**Met1 routing**

Cells faint in the background.
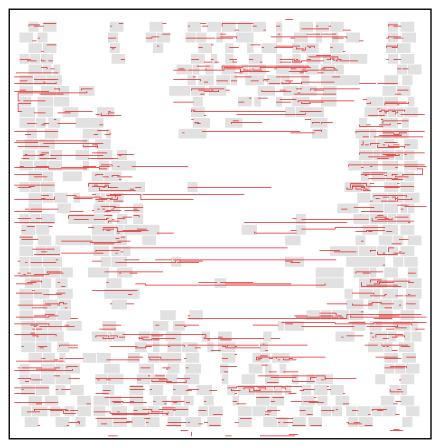
**Metal 2**

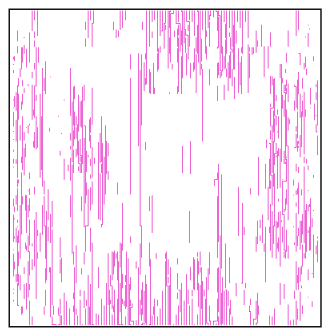
**src/rtl/cpu_types_pkg.sv**
```systemverilog
// cpu_types_pkg: shared CPU datapath types (word, RAM handshake state)
// and the memory arbiter's FSM state encoding.
package cpu_types_pkg;

    typedef logic [31:0] word_t;

    typedef enum logic [1:0] {FREE, BUSY, ACCESS, ERROR} ramstate_t;

    typedef enum logic [1:0] {IDLE, IGRANT, DGRANT, DONE} arb_state_t;

endpackage

```
**src/rtl/memory_arbiter.sv**
```systemverilog
// memory_arbiter: shares one single-port RAM between instruction and data ports.
// Define ARB_ROUND_ROBIN_EN for round-robin arbitration; default is data-first priority.
module memory_arbiter
    import cpu_types_pkg::*;
(
    input  logic      CLK,
    input  logic      nRST,
    input  logic      iREN,
    input  word_t     iaddr,
    output word_t     iload,
    output logic      iwait,
    input  logic      dREN,
    input  logic      dWEN,
    input  word_t     daddr,
    input  word_t     dstore,
    output word_t     dload,
    output logic      dwait,
    output logic      ramREN,
    output logic      ramWEN,
    output word_t     ramaddr,
    output word_t     ramstore,
    input  word_t     ramload,
    input  ramstate_t ramstate,
    output logic      ramerr
);

    arb_state_t state_q, state_d;
    logic       d_req;
    logic       pick_i;

    assign d_req = dREN | dWEN;
    assign iload = ramload;
    assign dload = ramload;

`ifdef ARB_ROUND_ROBIN_EN
    logic last_d_q, last_d_d;

    // Tracks which port completed last; aborts and errors leave it untouched.
    always_comb begin
        last_d_d = last_d_q;
        if (state_q == DGRANT && d_req && ramstate == ACCESS)
            last_d_d = 1'b1;
        else if (state_q == IGRANT && iREN && ramstate == ACCESS)
            last_d_d = 1'b0;
    end

    always_ff @(posedge CLK or negedge nRST)
        if (!nRST) last_d_q <= 1'b0;
        else       last_d_q <= last_d_d;

    assign pick_i = last_d_q;
`else
    assign pick_i = 1'b0;
`endif

    always_ff @(posedge CLK or negedge nRST)
        if (!nRST) state_q <= IDLE;
        else       state_q <= state_d;

    always_comb begin
        state_d = state_q;
        case (state_q)
            IDLE:    state_d = (d_req && iREN) ? (pick_i ? IGRANT : DGRANT) :
                               d_req ? DGRANT : iREN ? IGRANT : IDLE;
            IGRANT:  state_d = !iREN ? IDLE : ramstate == ACCESS ? DONE :
                               ramstate == ERROR ? IDLE : IGRANT;
            DGRANT:  state_d = !d_req ? IDLE : ramstate == ACCESS ? DONE :
                               ramstate == ERROR ? IDLE : DGRANT;
            DONE:    state_d = IDLE;
            default: state_d = IDLE;
        endcase
    end

    always_comb begin
        ramREN   = 1'b0;
        ramWEN   = 1'b0;
        ramaddr  = '0;
        ramstore = '0;
        ramerr   = 1'b0;
        iwait    = iREN;
        dwait    = d_req;
        case (state_q)
            IGRANT: begin
                ramREN  = iREN;
                ramaddr = iaddr;
                ramerr  = iREN && ramstate == ERROR;
                iwait   = iREN && ramstate != ACCESS;
            end
            DGRANT: begin
                // A simultaneous read+write request is served as a write.
                ramREN   = dREN & ~dWEN;
                ramWEN   = dWEN;
                ramaddr  = daddr;
                ramstore = dstore;
                ramerr   = d_req && ramstate == ERROR;
                dwait    = d_req && ramstate != ACCESS;
            end
            default: ;
        endcase
    end

endmodule

```
**config.mk**
```make
export PLATFORM = sky130hd
export DESIGN_NAME = memory_arbiter
export DESIGN_NICKNAME = d
export VERILOG_FILES = /design/src/rtl/cpu_types_pkg.sv /design/src/rtl/memory_arbiter.sv
export SDC_FILE = /design/constraint.sdc
export NUM_CORES = 1
export LEC_CHECK = 0
export CAP_MARGIN = 20
export CORE_AREA = 2 2 105 107
export DETAILED_ROUTE_END_ITERATION = 6
export DIE_AREA = 0 0 107 109
export GPL_TIMING_DRIVEN = 0
export HOLD_SLACK_MARGIN = 0.05
export PLACE_DENSITY = 0.66
export SKIP_LAST_GASP = 1
export SYNTH_ARGS = -nofsm -noshare
export SYNTH_HDL_FRONTEND = slang
export SYNTH_SLANG_ARGS = --single-unit
```
**constraint.sdc**
```tcl
create_clock -name CLK -period 1.5 [get_ports CLK]
set_input_delay 0.3 -clock CLK [delete_from_list [all_inputs] [get_ports CLK]]
set_output_delay 0.3 -clock CLK [all_outputs]
set_load 0.005 [all_outputs]
```
==> impl_metrics.yaml <==
# yosys + openroad results
cts:
  cts_buffer_depth: 2
  insertion_delay_ps: 220
  cts_htree_levels: 1
  cts.sinks: 2
  cts_tree: "done"
sta:
  relSlewSlack_pct: 80.6
  fin_ws_ps: -412
  fmax_mhz: 523
  setup_viol: 70
  fin_hold_ws_ps: 243
detailed_routing:
  avgViaCountPerCell: 3.98
  wl_met3_um: 747
floorplanning:
  core-area_um2: 10600
  io_pins: 268
  fp_util_pct: 14.3
  rows: 38
setup_path:
  worstPathMaxFanout: 5
  crit_arrival_ps: 1610
  timing.rr.end: "state_q[0]"
  critPathMaxStageDelay_ps: 440
  path_cells: "inv_4 -> ha_4 -> buf_6 -> nand3_4 -> a211oi_2 -> buf_2"
layout:
  area_growth_pct: 222
  drive_gt1_share_pct: 57.1
  largest_reg_flops: 2
  comb_cells: 120
  regArea_um2: 51.3
  sh_seq_area_pct: 1.05
  regMostFlops: "state_q"
yosys:
  ys_cells: 204
  ys_warn_count: 0
  floorplan.nets: 344
  ys_seq_share_pct: 3.30
  syn_area_per_cell_um2: 7.44
grt:
  use_met2_pct: 29.9
  grt_use_met3_pct: 3.11
  antenna_found_initial: 1
  grt_max_degree: 11
placement:
  place_area_um2: 4050
run_status:
  status: "complete, but fails checks"
  violations: "negative setup slack"
power:
  p_comb_share_pct: 94.6
Notes on 'met1 routing' above:
wire length on this layer	3070 um
longest straight run	45.8 um
share of all routed wire	34%
main direction	horizontal
nets with wire on the layer	508

Notes on 'metal 2' above:
nets with wire on the layer	582
wire length on this layer	5060 um

power groups by stage:
stage	combinational (mW)	sequential, mW	clock, mW
after detailed placement	3.90	0.0982	0
after global placement	3.86	0.0947	0
final	6.16	0.126	0.223
after floorplan	1.79	0.0912	0
after global routing	6.59	0.129	0.230
after CTS	5.64	0.122	0.230
cells in the mapped netlist (2+ instances only):
| cell type | count |
|---|---|
| and2_1 | 34 |
| buf_2 | 3 |
| buf_6 | 8 |
| ha_1 | 5 |
| a21oi_1 | 2 |
| inv_1 | 3 |
| dfrtp_1 | 2 |
| nand3b_1 | 2 |
| nor2_1 | 2 |
| buf_4 | 64 |
| nor2b_1 | 32 |
| nand2_1 | 2 |
| a22oi_1 | 32 |
what timing repair did:
item	in CTS	in global routing
resized	401	50
endpoints found under the setup margin	69	70
hold buffers	0	0
pin swaps	29	9
setup buffers	33	14
cloned	7	1
metrics by stage:
stage          setup WS [ps]  power [mW]  setup TNS [ps]
2_1_floorplan            109        1.88               0
3_3_place_gp            -764        3.96          -36380
3_5_place_dp            -842        4.00          -40230
4_1_cts                 -455        5.99          -22800
5_1_grt                 -477        6.95          -25440
6_report                -412        6.51          -21030
cells by family after synthesis:
| logic type | count (synthesis) | synth area share (%) |
|---|---|---|
| buffers and inverters | 82 | 41.4 |
| AND/OR/NAND/NOR | 75 | 31.0 |
| adder cells (fa/ha/maj) | 5 | 4.12 |
| flip-flops | 2 | 3.30 |
| AND-OR/OR-AND | 40 | 20.2 |
worst max-delay path, delay by kind of cell (launching register included):
family          cells  cell delay (ps)
flops               1              440
fa+ha+maj           1              300
buf+inv             3              370
simple gates        1               70
compound gates      1              210
Power is estimated from default activity; no workload was simulated.
